===== config.mk =====
export PLATFORM = sky130hd
export DESIGN_NAME = hazard_ctrl
export DESIGN_NICKNAME = d
export VERILOG_FILES = /design/src/rtl/hazard_ctrl.sv
export SDC_FILE = /design/constraint.sdc
export NUM_CORES = 1
export LEC_CHECK = 0
export CELL_PAD_IN_SITES_DETAIL_PLACEMENT = 1
export CELL_PAD_IN_SITES_GLOBAL_PLACEMENT = 1
export CORE_MARGIN = 2
export CORE_UTILIZATION = 29
export CTS_CLUSTER_DIAMETER = 60
export DETAILED_ROUTE_END_ITERATION = 6
export GPL_TIMING_DRIVEN = 0
export PLACE_DENSITY_LB_ADDON = 0.05
export SYNTH_ARGS = -nofsm -noshare
export SYNTH_HDL_FRONTEND = slang
export SYNTH_SLANG_ARGS = --single-unit

===== constraint.sdc =====
create_clock -name clk -period 2.5 [get_ports clk]
set_clock_uncertainty 0.2 [all_clocks]
set_input_delay 0.25 -clock clk [delete_from_list [all_inputs] [get_ports clk]]
set_output_delay 0.25 -clock clk [all_outputs]
set_load 0.03 [all_outputs]

===== src/rtl/hazard_ctrl.sv =====
// hazard_ctrl
// Pipeline sequencing controller for the five-stage MIPS core.
//   - Detects load-use, branch-operand and mult/div hazards and turns them
//     into F/D stalls plus an ID/EX bubble.
//   - Times the shared mult/div unit's busy window with a saturating down
//     counter.
//   - Sequences hardware-interrupt entry and eret return. It drives the
//     pipeline flush (hwint), the PC redirect select, EPC and the EXL flag.
//
// Ports
//   clk, reset_n                 clock, async active-low reset
//   rs_d, rt_d, use_rs_d/rt_d    D-stage sources and whether they are read
//   branch_d                     D instruction resolves a branch/jr in D
//   a3_e/m, regwrite_e/m         E/M destination register and write enable
//   memtoreg_e/m                 2'b01 marks a load
//   md_start_e, md_isdiv_e       mult/div issuing in E, and whether it divides
//   md_use_d                     D instruction touches the mult/div unit
//   eret_d                       D instruction is eret
//   int_req, ie                  masked interrupt request, global enable
//   pc_d                         PC of the D-stage instruction
//   stall_f, stall_d, clr_e      hold PC / IF-ID, bubble into ID/EX
//   hwint                        flush IF/ID, ID/EX, EX/MEM
//   pc_sel                       00 normal, 10 handler, 11 EPC
//   epc, exl, md_busy            saved return PC, in-handler flag, MD busy
module hazard_ctrl #(
  parameter int unsigned MULT_CYC = 5,
  parameter int unsigned DIV_CYC  = 10
) (
  input  logic        clk,
  input  logic        reset_n,
  input  logic [4:0]  rs_d,
  input  logic [4:0]  rt_d,
  input  logic        use_rs_d,
  input  logic        use_rt_d,
  input  logic        branch_d,
  input  logic [4:0]  a3_e,
  input  logic [4:0]  a3_m,
  input  logic        regwrite_e,
  input  logic        regwrite_m,
  input  logic [1:0]  memtoreg_e,
  input  logic [1:0]  memtoreg_m,
  input  logic        md_start_e,
  input  logic        md_isdiv_e,
  input  logic        md_use_d,
  input  logic        eret_d,
  input  logic        int_req,
  input  logic        ie,
  input  logic [31:0] pc_d,
  output logic        stall_f,
  output logic        stall_d,
  output logic        clr_e,
  output logic        hwint,
  output logic [1:0]  pc_sel,
  output logic [31:0] epc,
  output logic        exl,
  output logic        md_busy
);

  typedef enum logic [1:0] {
    S_RUN,
    S_WAIT_MD,
    S_ENTER,
    S_HANDLER
  } state_t;

  localparam logic [1:0] PC_NORMAL  = 2'b00;
  localparam logic [1:0] PC_HANDLER = 2'b10;
  localparam logic [1:0] PC_EPC     = 2'b11;

  state_t      state_q, state_d;
  logic [3:0]  cnt_q, cnt_d;
  logic [31:0] epc_q, epc_d;
  logic        exl_q, exl_d;

  logic hit_e, hit_m;
  logic load_e, load_m;
  logic stall_lu, stall_br, stall_md, stall_any;
  logic eret_go;

  // ---------------------------------------------------------------------------
  // Hazard detection. $0 is never a real dependency.
  // ---------------------------------------------------------------------------
  always_comb begin
    hit_e  = (a3_e != 5'd0) &&
             ((use_rs_d && (a3_e == rs_d)) || (use_rt_d && (a3_e == rt_d)));
    hit_m  = (a3_m != 5'd0) &&
             ((use_rs_d && (a3_m == rs_d)) || (use_rt_d && (a3_m == rt_d)));
    load_e = (memtoreg_e == 2'b01) && regwrite_e;
    load_m = (memtoreg_m == 2'b01) && regwrite_m;

    stall_lu  = load_e && hit_e;
    // A branch resolving in D cannot use any E result (not even ALU, which
    // is only forwardable from M) nor a load still sitting in M.
    stall_br  = branch_d && ((regwrite_e && hit_e) || (load_m && hit_m));
    // A start in E this cycle makes the unit busy from the next cycle on.
    stall_md  = md_use_d && (md_busy || md_start_e);
    stall_any = stall_lu || stall_br || stall_md;
  end

  assign md_busy = (cnt_q != 4'd0);
  assign epc     = epc_q;
  assign exl     = exl_q;

  // ---------------------------------------------------------------------------
  // Mult/div busy counter: load on start, count down, saturate at zero.
  // ---------------------------------------------------------------------------
  always_comb begin
    cnt_d = cnt_q;
    if (md_start_e) begin
      cnt_d = md_isdiv_e ? 4'(DIV_CYC) : 4'(MULT_CYC);
    end else if (cnt_q != 4'd0) begin
      cnt_d = cnt_q - 4'd1;
    end
  end

  // ---------------------------------------------------------------------------
  // Interrupt sequencer: next state and outputs.
  // ---------------------------------------------------------------------------
  always_comb begin
    state_d = state_q;
    epc_d   = epc_q;
    exl_d   = exl_q;
    hwint   = 1'b0;
    pc_sel  = PC_NORMAL;
    eret_go = 1'b0;

    unique case (state_q)
      S_RUN: begin
        if (int_req && ie && !exl_q) begin
          // Entry must wait for the MD unit so its result is not lost.
          state_d = md_busy ? S_WAIT_MD : S_ENTER;
        end
      end
      S_WAIT_MD: begin
        // Committed: a dropped int_req does not cancel the entry.
        if (!md_busy) begin
          state_d = S_ENTER;
        end
      end
      S_ENTER: begin
        hwint   = 1'b1;
        pc_sel  = PC_HANDLER;
        epc_d   = pc_d;
        exl_d   = 1'b1;
        state_d = S_HANDLER;
      end
      S_HANDLER: begin
        // eret only takes effect once its own operands are hazard-free.
        eret_go = eret_d && !stall_any;
        if (eret_go) begin
          hwint   = 1'b1;
          pc_sel  = PC_EPC;
          exl_d   = 1'b0;
          state_d = S_RUN;
        end
      end
      default: state_d = S_RUN;
    endcase

    // A flush supersedes any stall: the stalled instruction is discarded.
    stall_f = stall_any && !hwint;
    stall_d = stall_any && !hwint;
    clr_e   = stall_any && !hwint;
  end

  // ---------------------------------------------------------------------------
  // State registers.
  // ---------------------------------------------------------------------------
  always_ff @(posedge clk or negedge reset_n) begin
    if (!reset_n) begin
      state_q <= S_RUN;
      cnt_q   <= 4'd0;
      epc_q   <= 32'd0;
      exl_q   <= 1'b0;
    end else begin
      state_q <= state_d;
      cnt_q   <= cnt_d;
      epc_q   <= epc_d;
      exl_q   <= exl_d;
    end
  end

endmodule


run_1/util_map.png
The die is cut into 9 by 9 equal tiles; white is low, dark blue is high, 0 to 100% covered.
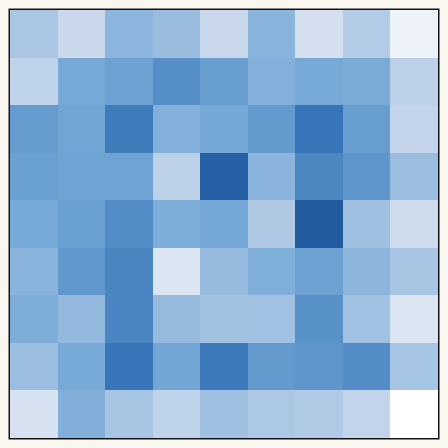
- densest ninth of the die: middle left
- fullest tile: 82%
- mean over tiles: 45%

run_1/pinout.png
Bar = 20 µm. Pins as bars across the die edge, other pins in gray.
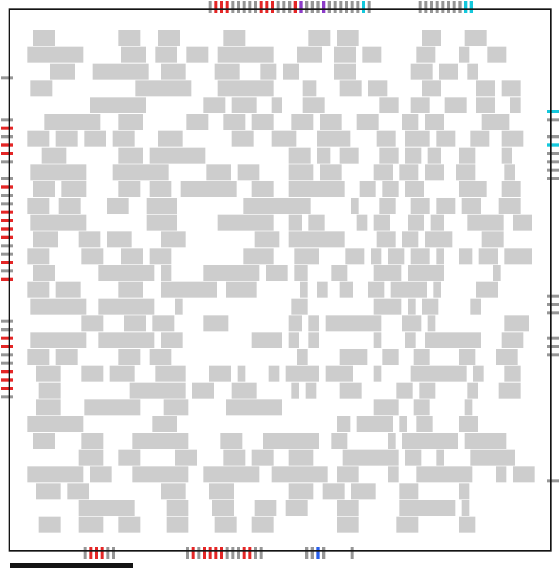
- pc_d: red (pins 32; direction input; edge 15 left, 10 bottom, 7 top)
- memtoreg_m: purple (pins 2; direction input; edge top)
- md_start_e: blue (pins 1; direction input; edge bottom)
- a3_m: cyan (pins 5; direction input; edge 3 top, 2 right)
Die Height: 87.5 µm
DIE WIDTH: 87.5 µm

==> job_summary.md, run 1 <==
### Yosys + OpenROAD results

| Metric | Value |
|---|---|
| Status | complete, no violations |
| Clk pwr | 0.539 mW |
| Setup_tns | 0 ns |
| Final-layout fill cell count | 739 |
| Via density | 4.66 |
| Most numerous cell in the Yosys netlist | dfrtp_1 |
| Synth flops | 39 |
| Drt drc | 0 |
| Crit path time final | 2.45 ns |
| Routed length per instance | 15.5 µm |
| All-Layer GR Usage | 0.157 |
| Unrepaired setup endpoints after global routing | yes |
| CP Capture Type | output port |
| Clk pwr share | 0.131 |
| CP startpoint kind | register |
| Comb power | 2.47 mW |
| Most numerous logic cells after layout | 82 x clkdlybuf4s50_1, 39 x dfrtp_1, 33 x mux2_2 |
| Clock Tree Buf Depth | 2 |
| Hold slack final | between 0.2 and 0.25 ns |
| Internal | 2.46 mW |
| Min-delay worst type | input pin to async pin |
| CTS tree | built |
| Hold Fails Final Rpt | 0 |
| Syn_nets | 245 |
| CTS Buf Count | 5 |
| Psw | 1.66 mW |
| Hold-fix buffers at CTS | 1 |
| 1st-pass router iterations | 3 |
| FFs w/ async S/R, synth | 1.00 |
| Worst-margin pin slew | between 0.5 and 0.6 ns |
| Initial core utilization | 0.299 |
| GRT met3 Usage | 0.0493 |
| Synth top cells by count | 39 x dfrtp_1, 33 x mux2_2, 14 x xnor2_1 |
| Post-synth top area cell | dfrtp_1 |
| Layout cells sized above 1 | 0.321 |
| Worst-path cell chain | inv_2 -> ha_4 -> nor3b_4 -> inv_4 -> o21ai_4 -> o21ai_4 -> nor2_2 -> nor2_2 -> buf_4 -> buf_6 |
| GRT met1 Usage | 0.178 |
| Comb pwr share | 0.600 |
| CP max stage cell | dfrtp_1 |
| Placement Setup Slack | -0.835 ns |
| Critical Path Start | cnt_q[1] |
| Layout Cells excl Fill | 385 |
| Global placement routability congestion | 0.739 |
| Family with the most delay on the worst path | simple AND/OR/NAND/NOR gates |
| Num rows | 30 |
| Crit path largest cell delay | 0.40 ns |
| Reg area | 976 µm² |
| Late-Pin Clk Latency | 0.28 ns |
| Global-route wire length before repair | between 9000 and 10000 µm |
| Worst reg2reg setup slack | 0.22 ns |
| Final nets | between 300 and 400 |
| Inst Count DP | 359 |
| Power Density | 1160 nW/µm² |
| Layout Utilization | 0.525 |
| Post-cts sizing count | 59 |
| Max Used Layer | met4 |
| Met2 GRT Util | 0.287 |
| Port bufs | 108 |
| CTS Root Cell | clkbuf_8 |
| CP Depth | 10 |
| Mapped Cells | 170 |
| Dpl cell area | 3260 µm² |
| Seq pwr share | 0.270 |
| Post-layout period usage | 0.979 |
| Post-CTS setup buffer count | 12 |
| Number of flops mapped to enable cells by yosys | 0 |
| Yosys warnings | 0 |
| Max FFs per register | 32 |
| Sequential cell area fraction in the yosys report | 0.483 |
| Critical path data arrival time | 2.00 ns |
| Mapped cell area | between 2000 and 2500 µm² |
| Leak Pwr | 1.49 nW |
| Logic area | 1080 µm² |
| Cell Type Count | 37 |
| Worst IR Drop VDD | approximately 0.00061 V |
| Sw frac | 0.402 |
| YS chip area | 2020 µm² |
| Yosys cell count | approximately 170 |
| Synth top area cells | dfrtp_1 48%, mux2_2 18%, xnor2_1 6.1% |
| H-tree depth | 2 |
| Metal3 WL | 357 µm |
| CP endpoint | stall_d |
| Setup CP Type | register to output port |
| Final setup vio count | 0 |
| Avg Cell Area, Syn | 11.9 µm² |
| CORE AREA | 6760 µm² |
| Starting DRT DRC Count | 24 |
| Top cell excl fill/tap | clkdlybuf4s50_1 |
| Area Growth Syn to Fin | 75.4% |
| CP Max Fanout | 4 |
| Clock Sinks | 39 |
| Fmax | 409 MHz |
| Worst-path clk slew | 0.08 ns |
| Final Power | around 4.1 mW |
| R2R Path End | state_q[1] |
| Diode count | 0 |
| Global routing's busiest layer | met2 |
| Top_reg_cell synth | dfrtp_1 |
| Vias | approximately 1800 |
| Antenna viol nets, final | 0 |
| FF-to-FF Start | cnt_q[1] |
| Total Wirelength | 5990 µm |
| WL met1 | 2310 µm |
| Worst Reg2Reg Path Length in Cells | 8 |
| Met2 WL post-DR | roughly 3300 µm |
| Initial antenna violation count | 0 |
| Largest net degree at the start of global routing | 25 |
| Grt total ovfl | 0 |
| Seq group | approximately 1.1 mW |
| I/O pin count | 109 |
| Vias in the first global route | just under 2000 |
| Final Slew Violations | 0 |
| DP HPWL | 4640 µm |
| Rel. slew slack | 0.628 |
| WP buf/inv | 4 |
| Die area | 7660 µm² |
| Heaviest power group | combinational logic |
| CP required | 2.05 ns |
| Synth top area share | 0.483 |
| Max-cap violation count | 0 |
| Tool warnings | 32 |
run_1/closeup.png
Region (56, 56) to (76, 76) µm. Cells in gray, sequential cells in the stronger gray; small squares are vias.
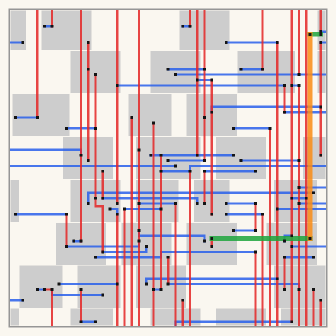
- M1: blue
- M3: green
- M4: orange
- M2: red
- sequential cells in the window: 0
- cells with their middle in the window: 23
- most frequent: xnor2_1 (7), xor2_1 (3), buf_4 (3)

run_1/sizing.png
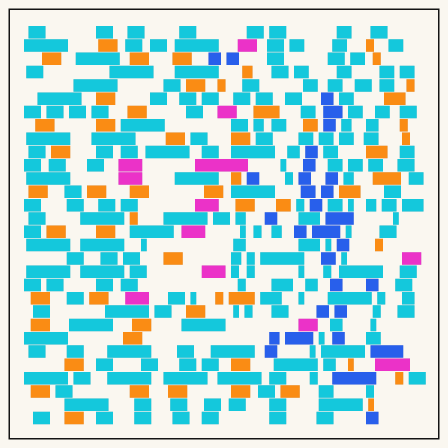
- x1 and smaller: cyan (cells 207; share 68%; most used clkdlybuf4s50_1)
- x6 and larger: magenta (cells 12; share 3.9%; most used clkbuf_8)
- x2: orange (cells 56; share 18%; most used mux2_2)
- x3 and x4: blue (cells 30; share 9.8%; most used buf_4)
post-route cell area: 3550 µm²
Signal buffers: 134
worst setup margin: 0.0527 ns

[run 1: cell families (layout without fill, tap and decap cells)]
kind of cell / count (synthesis) / in the layout / share of synthesized area
AND/OR/NAND/NOR: 33 / 33 / 0.0965
buffers and inverters: 15 / 150 / 0.0334
flip-flops: 39 / 39 / 0.483
AND-OR/OR-AND: 20 / 20 / 0.0613
multiplexers: 35 / 35 / 0.194
adder cells (fa/ha/maj): 6 / 6 / 0.0371
XOR/XNOR: 22 / 22 / 0.0953
[run 1: cell type report]
class | instances | area share
multi-input cells | 116 | 0.305
well taps | 80 | 0.0282
flip-flops and latches | 39 | 0.275
clock buffers | 6 | 0.0233
repair buffers | 129 | 0.341
clock inverters | 2 | 0.00988
inverters | 8 | 0.00917
plain buffers | 5 | 0.00776
==> run 2, diff against run 1 <==
clock period = 2.37 ns   (was 2.5 ns; I/O delays follow)
run_2/placed.png
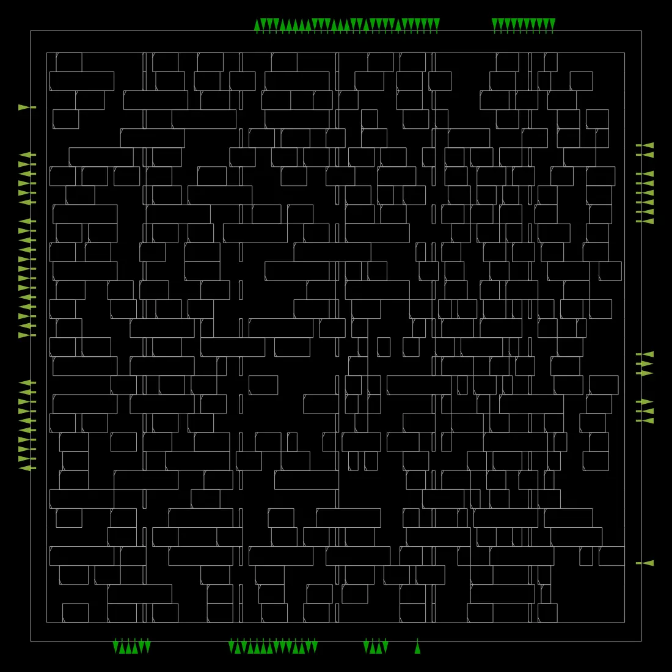
CORE AREA: 6760 µm²
final-layout fill cell count: 736
tapcell count: 80
Layout Utilization: 0.532

run_2/util_map.png
The die is cut into 9 by 9 equal tiles; white is low, dark blue is high, 0 to 100% covered.
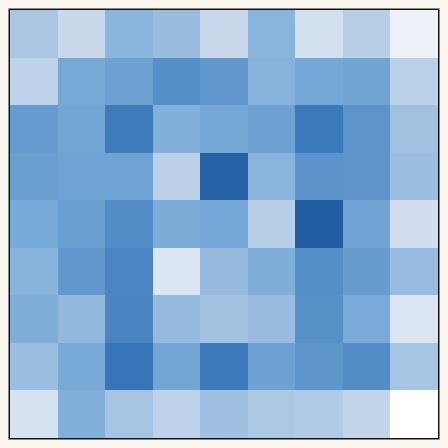
initial core utilization: 0.299

run_2/closeup.png
Region (56, 56) to (76, 76) µm. Cells in gray, sequential cells in the stronger gray; small squares are vias.
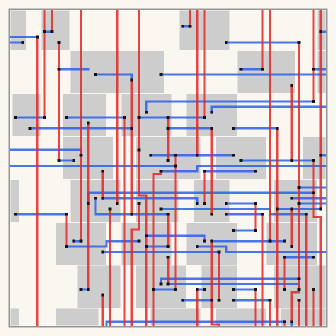
- M1: blue
- M2: red
- cells with their middle in the window: 23
- most frequent: xnor2_1 (7), buf_4 (3)
- sequential cells in the window: 0

==> run 2 against run 1 <==
Effect of this change:
- the flow now finishes with violations (setup timing)
- first-iteration DRC count shrank 46%
- clock power increased by 5.6%
- combinational power is 7% higher
- synthesized cell count unchanged
- final area is 1.4% higher
- total power increased by 6.5%
- routed wire length is 1.0% higher
- non-clock buffer count up 3
==> job_summary.md, run 2 <==
### Yosys + OpenROAD results

| Metric | Value |
|---|---|
| Area Growth Syn to Fin | 77.9% (was 75.4%) |
| Placement Setup Slack | -0.939 ns (was -0.835 ns) |
| Clock Tree Buf Depth | 2 (unchanged) |
| Grt total ovfl | 0 (unchanged) |
| Synth top area cells | dfrtp_1 48%, mux2_2 18%, xnor2_1 6.1% (unchanged) |
| Total Wirelength | 6050 µm (was 5990 µm) |
| Vias | 1820 (was 1793) |
| Via density | 4.69 (was 4.66) |
| Comb power | 2.65 mW (was 2.47 mW) |
| GRT met1 Usage | 0.179 (was 0.178) |
| Max FFs per register | 32 (unchanged) |
| CTS Buf Count | 5 (unchanged) |
| Crit path time final | 2.44 ns |
| Vias in the first global route | 1961 (was 1931) |
| Met2 WL post-DR | 3290 µm (was 3250 µm) |
| Mapped Cells | 170 (unchanged) |
| Global routing's busiest layer | met2 (unchanged) |
| Worst-path cell chain | inv_2 -> ha_4 -> nor3b_4 -> inv_4 -> o21ai_4 -> o21ai_4 -> nor3_4 -> or2_4 -> buf_6 -> buf_6 (was inv_2 -> ha_4 -> nor3b_4 -> inv_4 -> o21ai_4 -> o21ai_4 -> nor2_2 -> nor2_2 -> buf_4 -> buf_6) |
| CP max stage cell | dfrtp_1 (unchanged) |
| Tool warnings | 33 (was 32) |
| CP required | 1.93 ns (was 2.05 ns) |
| Syn_nets | 245 (unchanged) |
| CP endpoint | pc_sel[1] (was stall_d) |
| Clk pwr | 0.569 mW (was 0.539 mW) |
| Hold Fails Final Rpt | 0 (unchanged) |
| I/O pin count | 109 (unchanged) |
| CTS Root Cell | clkbuf_8 (unchanged) |
| Synth flops | 39 (unchanged) |
| Number of flops mapped to enable cells by yosys | 0 (unchanged) |
| R2R Path End | state_q[1] (unchanged) |
| 1st-pass router iterations | 4 (was 3) |
| Inst Count DP | 359 (unchanged) |
| Die Height | 87.5 µm (unchanged) |
| CP Depth | 10 (unchanged) |
| DP HPWL | 4640 µm (unchanged) |
| Post-route cell area | 3600 µm² (was 3550 µm²) |
| Metal3 WL | 359 µm (was 357 µm) |
| Global placement routability congestion | 0.739 (unchanged) |
| Sw frac | 0.399 (was 0.402) |
| Power Density | 1220 nW/µm² (was 1160 nW/µm²) |
| Cell Type Count | 37 (unchanged) |
| Layout Cells excl Fill | 388 (was 385) |
| Fmax | 410 MHz |
| WP buf/inv | 4 (unchanged) |
| Clock Sinks | 39 (unchanged) |
| CP startpoint kind | register (unchanged) |
| Internal | 2.64 mW (was 2.46 mW) |
| Heaviest power group | combinational logic (unchanged) |
| Setup CP Type | register to output port (unchanged) |
| Met2 GRT Util | 0.289 (was 0.287) |
| Leak Pwr | 1.50 nW (was 1.49 nW) |
| All-Layer GR Usage | 0.158 (was 0.157) |
| YS chip area | 2020 µm² (unchanged) |
| Post-synth top area cell | dfrtp_1 (unchanged) |
| Port bufs | 108 (unchanged) |
| Rel. slew slack | 0.637 (was 0.628) |
| Final setup vio count | 5 (was 0) |
| Yosys warnings | 0 (unchanged) |
| CP Max Fanout | 3 (was 4) |
| Seq group | 1.17 mW (was 1.11 mW) |
| Worst Reg2Reg Path Length in Cells | 9 (was 8) |
| Worst-path clk slew | 0.08 ns (about the same) |
| GRT met3 Usage | 0.0502 (was 0.0493) |
| Yosys cell count | 170 (unchanged) |
| Die area | 7660 µm² (unchanged) |
| Most numerous logic cells after layout | 81 x clkdlybuf4s50_1, 39 x dfrtp_1, 33 x mux2_2 (was 82 x clkdlybuf4s50_1, 39 x dfrtp_1, 33 x mux2_2) |
| Crit path largest cell delay | 0.39 ns (was 0.40 ns) |
| Initial antenna violation count | 0 (unchanged) |
| Clk pwr share | 0.130 (was 0.131) |
| Drt drc | 0 (unchanged) |
| Worst-margin pin slew | 0.545 ns (was 0.557 ns) |
| Worst setup margin | -0.0689 ns (was 0.0527 ns) |
| Synth top area share | 0.483 (unchanged) |
| Final nets | 382 (was 379) |
| FF-to-FF Start | cnt_q[0] (was cnt_q[1]) |
| Max Used Layer | met4 (unchanged) |
| Top_reg_cell synth | dfrtp_1 (unchanged) |
| Final Power | 4.39 mW (was 4.12 mW) |
| Num rows | 30 (unchanged) |
| DIE WIDTH | 87.5 µm (unchanged) |
| Global-route wire length before repair | 9430 µm (was 9340 µm) |
| Routed length per instance | 15.6 µm (was 15.5 µm) |
| Mapped cell area | 2020 µm² (unchanged) |
| Hold slack final | 0.209 ns (was 0.223 ns) |
| Seq pwr share | 0.267 (was 0.270) |
| Critical path data arrival time | 2.00 ns (about the same) |
| Sequential cell area fraction in the yosys report | 0.483 (unchanged) |
| CP Capture Type | output port (unchanged) |
| Late-Pin Clk Latency | 0.28 ns (about the same) |
| Worst IR Drop VDD | 0.000643 V (was 0.000610 V) |
| Largest net degree at the start of global routing | 25 (unchanged) |
| Most numerous cell in the Yosys netlist | dfrtp_1 (unchanged) |
| Starting DRT DRC Count | 13 (was 24) |
| FFs w/ async S/R, synth | 1.00 (unchanged) |
| Psw | 1.75 mW (was 1.66 mW) |
| Comb pwr share | 0.603 (was 0.600) |
| H-tree depth | 2 (unchanged) |
| Synth top cells by count | 39 x dfrtp_1, 33 x mux2_2, 14 x xnor2_1 (unchanged) |
| Unrepaired setup endpoints after global routing | yes (unchanged) |
| Family with the most delay on the worst path | simple AND/OR/NAND/NOR gates (unchanged) |
| Dpl cell area | 3260 µm² (unchanged) |
| Post-layout period usage | 1.03 |
| Critical Path Start | cnt_q[0] (was cnt_q[1]) |
| Avg Cell Area, Syn | 11.9 µm² (unchanged) |
| Worst reg2reg setup slack | 0.16 ns (was 0.22 ns) |
| WL met1 | 2350 µm (was 2310 µm) |
| Layout cells sized above 1 | 0.344 (was 0.321) |
| CTS tree | built (unchanged) |
| Status | finished, violations left (was complete, no violations) |
| Failing checks | setup timing |
| Min-delay worst type | input pin to async pin (unchanged) |
| Setup_tns | -0.0986 ns (was 0 ns) |
| Final Slew Violations | 0 (unchanged) |
| Antenna viol nets, final | 0 (unchanged) |
| Max-cap violation count | 0 (unchanged) |
## run 2: logic make-up (layout without fill, tap and decap cells)
kind of cell,Yosys count,in the layout,synth area share
XOR/XNOR,22,22,0.0953
adder cells (fa/ha/maj),6,6,0.0371
multiplexers,35,35,0.194
AND/OR/NAND/NOR,33,33,0.0965
AND-OR/OR-AND,20,20,0.0613
buffers and inverters,15,153,0.0334
flip-flops,39,39,0.483
## run 2: what timing repair did
item	CTS	global route
pin swaps	13	4
buffers inserted	15	6
endpoints found under the hold margin	15	0
resized	96	9
endpoints found under the setup margin	8	7
hold buffers	1	0
## run 2: layout make-up
cell class                 instances  area [µm²]
inverter                           8        32.5
sequential                        39         976
multi-input combinational        116        1090
tap                               80         100
clock buffer                       6        82.6
fill                             736        3160
clock inverter                     2        35.0
timing repair buffer             131        1240
buffer                             6        38.8
Power and IR drop assume default switching activity.
